[src/rtl/logical_op_pkg.sv]
// Shared encodings for the logical op unit: operation select, FSM states and
// bit positions inside the 4-bit flags word.
package logical_op_pkg;

  typedef enum logic [2:0] {
    OP_AND   = 3'd0,
    OP_OR    = 3'd1,
    OP_NOT_A = 3'd2,
    OP_NOT_B = 3'd3,
    OP_XOR   = 3'd4,
    OP_NAND  = 3'd5,
    OP_NOR   = 3'd6,
    OP_XNOR  = 3'd7
  } op_e;

  typedef enum logic {
    ST_IDLE  = 1'b0,
    ST_ACCUM = 1'b1
  } state_e;

  localparam int FLAGS_W     = 4;
  localparam int FLAG_LO_AND = 0;
  localparam int FLAG_LO_OR  = 1;
  localparam int FLAG_NOT_A  = 2;
  localparam int FLAG_NOT_B  = 3;

endpackage

[src/rtl/logical_eval.sv]
// Purpose: evaluate one logical op on the truth values of a and b, plus flags.
// Latency: combinational.
// Backpressure: none; pure function of its inputs.
module logical_eval
  import logical_op_pkg::*;
#(
  parameter int WIDTH = 4
) (
  input  logic [WIDTH-1:0]   a,
  input  logic [WIDTH-1:0]   b,
  input  logic [2:0]         op,
  output logic               result,
  output logic [FLAGS_W-1:0] flags
);

  logic ta;
  logic tb;

  assign ta = |a;
  assign tb = |b;

  always_comb begin
    flags              = '0;
    flags[FLAG_LO_AND] = ta & tb;
    flags[FLAG_LO_OR]  = ta | tb;
    flags[FLAG_NOT_A]  = ~ta;
    flags[FLAG_NOT_B]  = ~tb;

    result = 1'b0;
    case (op_e'(op))
      OP_AND:   result = ta & tb;
      OP_OR:    result = ta | tb;
      OP_NOT_A: result = ~ta;
      OP_NOT_B: result = ~tb;
      OP_XOR:   result = ta ^ tb;
      OP_NAND:  result = ~(ta & tb);
      OP_NOR:   result = ~(ta | tb);
      OP_XNOR:  result = ~(ta ^ tb);
      default:  result = 1'b0;
    endcase
  end

endmodule

[src/rtl/logical_op_unit.sv]
// Purpose: logical op per beat, optionally folded over a frame (all/any/count).
// Latency: 1 cycle from the producing beat (single or frame-last) to out_valid.
// Backpressure: in_ready = !out_valid || out_ready; a stalled result blocks all beats.
module logical_op_unit
  import logical_op_pkg::*;
#(
  parameter int WIDTH = 4,
  parameter int CNT_W = 8
) (
  input  logic             clk,
  input  logic             rst_n,
  input  logic             in_valid,
  output logic             in_ready,
  input  logic [WIDTH-1:0] a,
  input  logic [WIDTH-1:0] b,
  input  logic [2:0]       op,
  input  logic             acc_en,
  input  logic             last,
  output logic             out_valid,
  input  logic             out_ready,
  output logic [3:0]       flags,
  output logic             result,
  output logic             frame_all,
  output logic             frame_any,
  output logic [CNT_W-1:0] true_cnt,
  output logic             cnt_sat
);

  localparam logic [CNT_W-1:0] CNT_MAX = '1;

  logic               beat_res;
  logic [FLAGS_W-1:0] beat_flags;

  logical_eval #(.WIDTH(WIDTH)) u_eval (
    .a      (a),
    .b      (b),
    .op     (op),
    .result (beat_res),
    .flags  (beat_flags)
  );

  state_e           state_q, state_d;
  logic             acc_all_q, acc_any_q, acc_sat_q;
  logic [CNT_W-1:0] acc_cnt_q;

  logic             accept, produce, acc_load, cnt_lost;
  logic             nxt_all, nxt_any, nxt_sat;
  logic [CNT_W-1:0] nxt_cnt;

  assign in_ready = !out_valid || out_ready;
  assign accept   = in_valid && in_ready;

  always_comb begin
    state_d  = state_q;
    produce  = 1'b0;
    acc_load = 1'b0;
    cnt_lost = 1'b0;
    nxt_all  = beat_res;
    nxt_any  = beat_res;
    nxt_cnt  = CNT_W'(beat_res);
    nxt_sat  = 1'b0;
    case (state_q)
      ST_IDLE: begin
        if (accept) begin
          if (acc_en && !last) begin
            acc_load = 1'b1;
            state_d  = ST_ACCUM;
          end else begin
            produce = 1'b1;
          end
        end
      end
      ST_ACCUM: begin
        // Fold this beat into the running frame; the count sticks at max.
        cnt_lost = beat_res && (acc_cnt_q == CNT_MAX);
        nxt_all  = acc_all_q & beat_res;
        nxt_any  = acc_any_q | beat_res;
        nxt_cnt  = cnt_lost ? acc_cnt_q : acc_cnt_q + CNT_W'(beat_res);
        nxt_sat  = acc_sat_q | cnt_lost;
        if (accept) begin
          if (last) begin
            produce = 1'b1;
            state_d = ST_IDLE;
          end else begin
            acc_load = 1'b1;
          end
        end
      end
      default: state_d = ST_IDLE;
    endcase
  end

  always_ff @(posedge clk or negedge rst_n) begin
    if (!rst_n) begin
      state_q   <= ST_IDLE;
      acc_all_q <= 1'b0;
      acc_any_q <= 1'b0;
      acc_cnt_q <= '0;
      acc_sat_q <= 1'b0;
    end else begin
      state_q <= state_d;
      if (acc_load) begin
        acc_all_q <= nxt_all;
        acc_any_q <= nxt_any;
        acc_cnt_q <= nxt_cnt;
        acc_sat_q <= nxt_sat;
      end
    end
  end

  // Data only loads on a producing beat, which implies the old result drained.
  always_ff @(posedge clk or negedge rst_n) begin
    if (!rst_n) begin
      out_valid <= 1'b0;
      result    <= 1'b0;
      flags     <= '0;
      frame_all <= 1'b0;
      frame_any <= 1'b0;
      true_cnt  <= '0;
      cnt_sat   <= 1'b0;
    end else begin
      if (produce) begin
        out_valid <= 1'b1;
        result    <= beat_res;
        flags     <= beat_flags;
        frame_all <= nxt_all;
        frame_any <= nxt_any;
        true_cnt  <= nxt_cnt;
        cnt_sat   <= nxt_sat;
      end else if (out_ready) begin
        out_valid <= 1'b0;
      end
    end
  end

endmodule

[config.mk]
export PLATFORM = sky130hd
export DESIGN_NAME = logical_op_unit
export DESIGN_NICKNAME = d
export VERILOG_FILES = /design/src/rtl/logical_op_pkg.sv /design/src/rtl/logical_eval.sv /design/src/rtl/logical_op_unit.sv
export SDC_FILE = /design/constraint.sdc
export NUM_CORES = 1
export LEC_CHECK = 0
export CAP_MARGIN = 20
export CORE_AREA = 2 2 70 72
export CTS_BUF_LIST = sky130_fd_sc_hd__clkbuf_8
export CTS_CLUSTER_DIAMETER = 200
export CTS_CLUSTER_SIZE = 28
export DETAILED_ROUTE_END_ITERATION = 12
export DIE_AREA = 0 0 72 74
export GPL_TIMING_DRIVEN = 0
export SETUP_SLACK_MARGIN = 0.15
export SLEW_MARGIN = 25
export SYNTH_ARGS = -nofsm -noshare
export SYNTH_HDL_FRONTEND = slang
export SYNTH_SLANG_ARGS = --single-unit
[constraint.sdc]
create_clock -name clk -period 2.15 [get_ports clk]
set_input_delay 0.43 -clock clk [delete_from_list [all_inputs] [get_ports clk]]
set_output_delay 0.43 -clock clk [all_outputs]
set_load 0.02 [all_outputs]
### Power grid

Scale: 4 px per um. Pins as bars on the die edge.
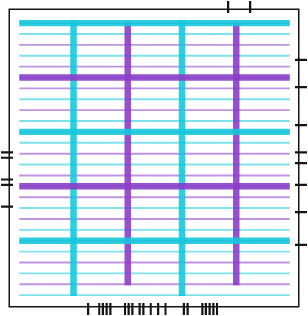
colour	net
cyan	VSS
purple	VDD
met5 straps	5
met1 rails	26
rows	25
signal pins	35
met4 straps	4

### Sequential cells coloured by netlist name

Scale: 6 px per um. Other sequential cells in the stronger grey, the rest of the logic in the fainter grey.
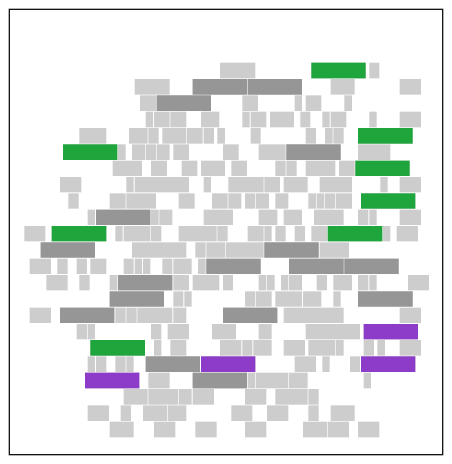
colour	name in the netlist	flops
green	true_cnt	8
purple	flags	4
not coloured	17

### Routing congestion map

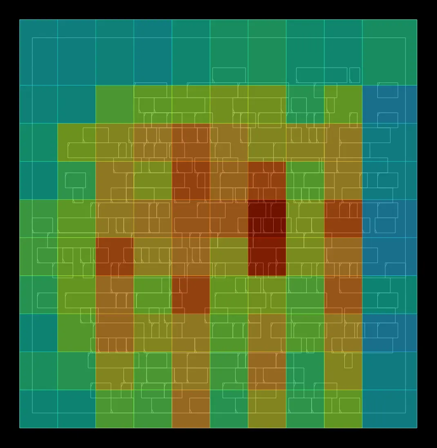
layer with the highest usage: met2
per-cell routed wire length: 16.2 um
global-route track usage on met3: 3.79%
GRT met2 Usage: 28.5%

==> impl_metrics.ini <==
; synthesis and place-and-route metrics
[logic_synthesis]
distinct_cells_synth = 40
mux_share_pct = 2.74
yosys_chip_area_sq_um = 1560
top_logic_kind = AND-OR/OR-AND gates
floorplan.nets = 190
edf_count = 0
post_synthesis_cell_area_sq_um = 1560
most_common_cell = sky130_fd_sc_hd__dfrtp_1

[finish]
fraction_of_final_layout_cells_sized_beyond_drive_strength_1_pct = 29.9
dominant-cell-class = logic gates
final.clkbuf_count = 7
n_all_inverters = 10
flow.area_growth_from_synthesis_pct = 49.8
area_share_nonclk_buffers_pct = 20.3
final-seq-area_sq_um = 726

[routing]
drt-initial-drc-count = 81
drt_drc = 0
dr.pass1.iters = 4
highest_layer = met4
wl_um = 4450
routed_via_density = 5.36
drt-met1-wl_um = 1980
detailroute.wirelength.met3_um = 284

[placement]
placed_area_sq_um = 2020
placed_cells_incl_taps = 257

[power]
total_leakage_power_nw = 0.968
clockNetworkPower_w = 0.000498
vdd_ir_drop_max_v = 0.000358
pwr_density_cell_nw_per_um2 = 689

[global_routing]
grt-ovfl-total = 0

[clocking]
worst_setup_hold_path_clk_slew_ps = 60
cts_tree = built
hold_buffers = 0
tritoncts.num_buffers = 5

[outcome]
outcome = complete, but fails checks
violations = negative setup slack

[critical_path]
worstSetupPathDepth = 15
critical_path.startpoint_type = input port
reg2regPathDepth = 5
worstPathMaxFanout = 3
critical_path_class = input port to flop

[final_timing]
setup_violations = 20
skew_ps = 5.74
finalWorstSetupSlack_ps = -751
slew-limit-headroom_pct = 33.3
min_period_ps = 2900
timing.final.hold_violations = 0
worst_slack_on_hold_paths_ps = 164

[floorplanning]
dieWidth_um = 72
die_height_um = 74
### Clock wires, drivers and flops

Scale: 8 px per um.
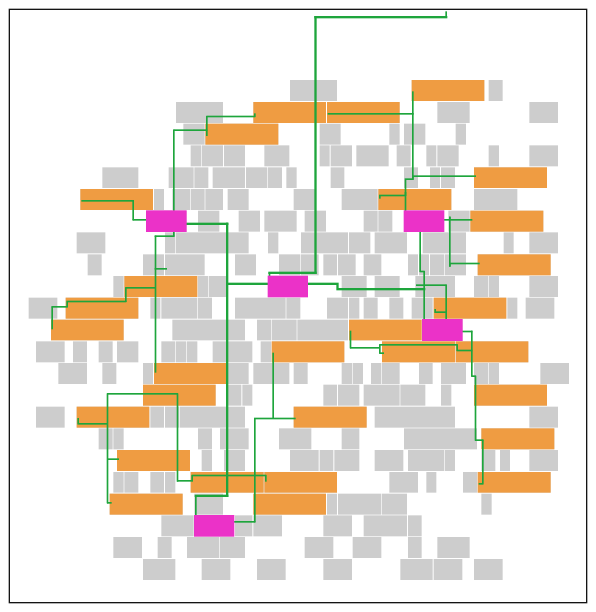
[green] clock wires | length: 425 um
[orange] flip-flops | count: 29
[magenta] clock drivers | count: 5
routed clock nets	6

### Cell classes on the final placement

Scale: 6 px per um. Fill, decap, tap and diode cells in grey.
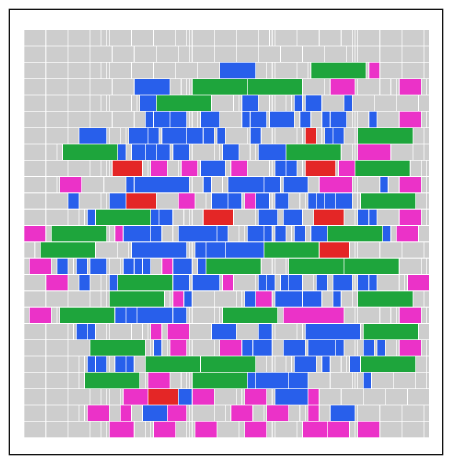
colour	class	cells
green	flops	29
red	clock drivers and dummy loads	8
magenta	other buffers and delay cells	51
blue	combinational and other logic	133

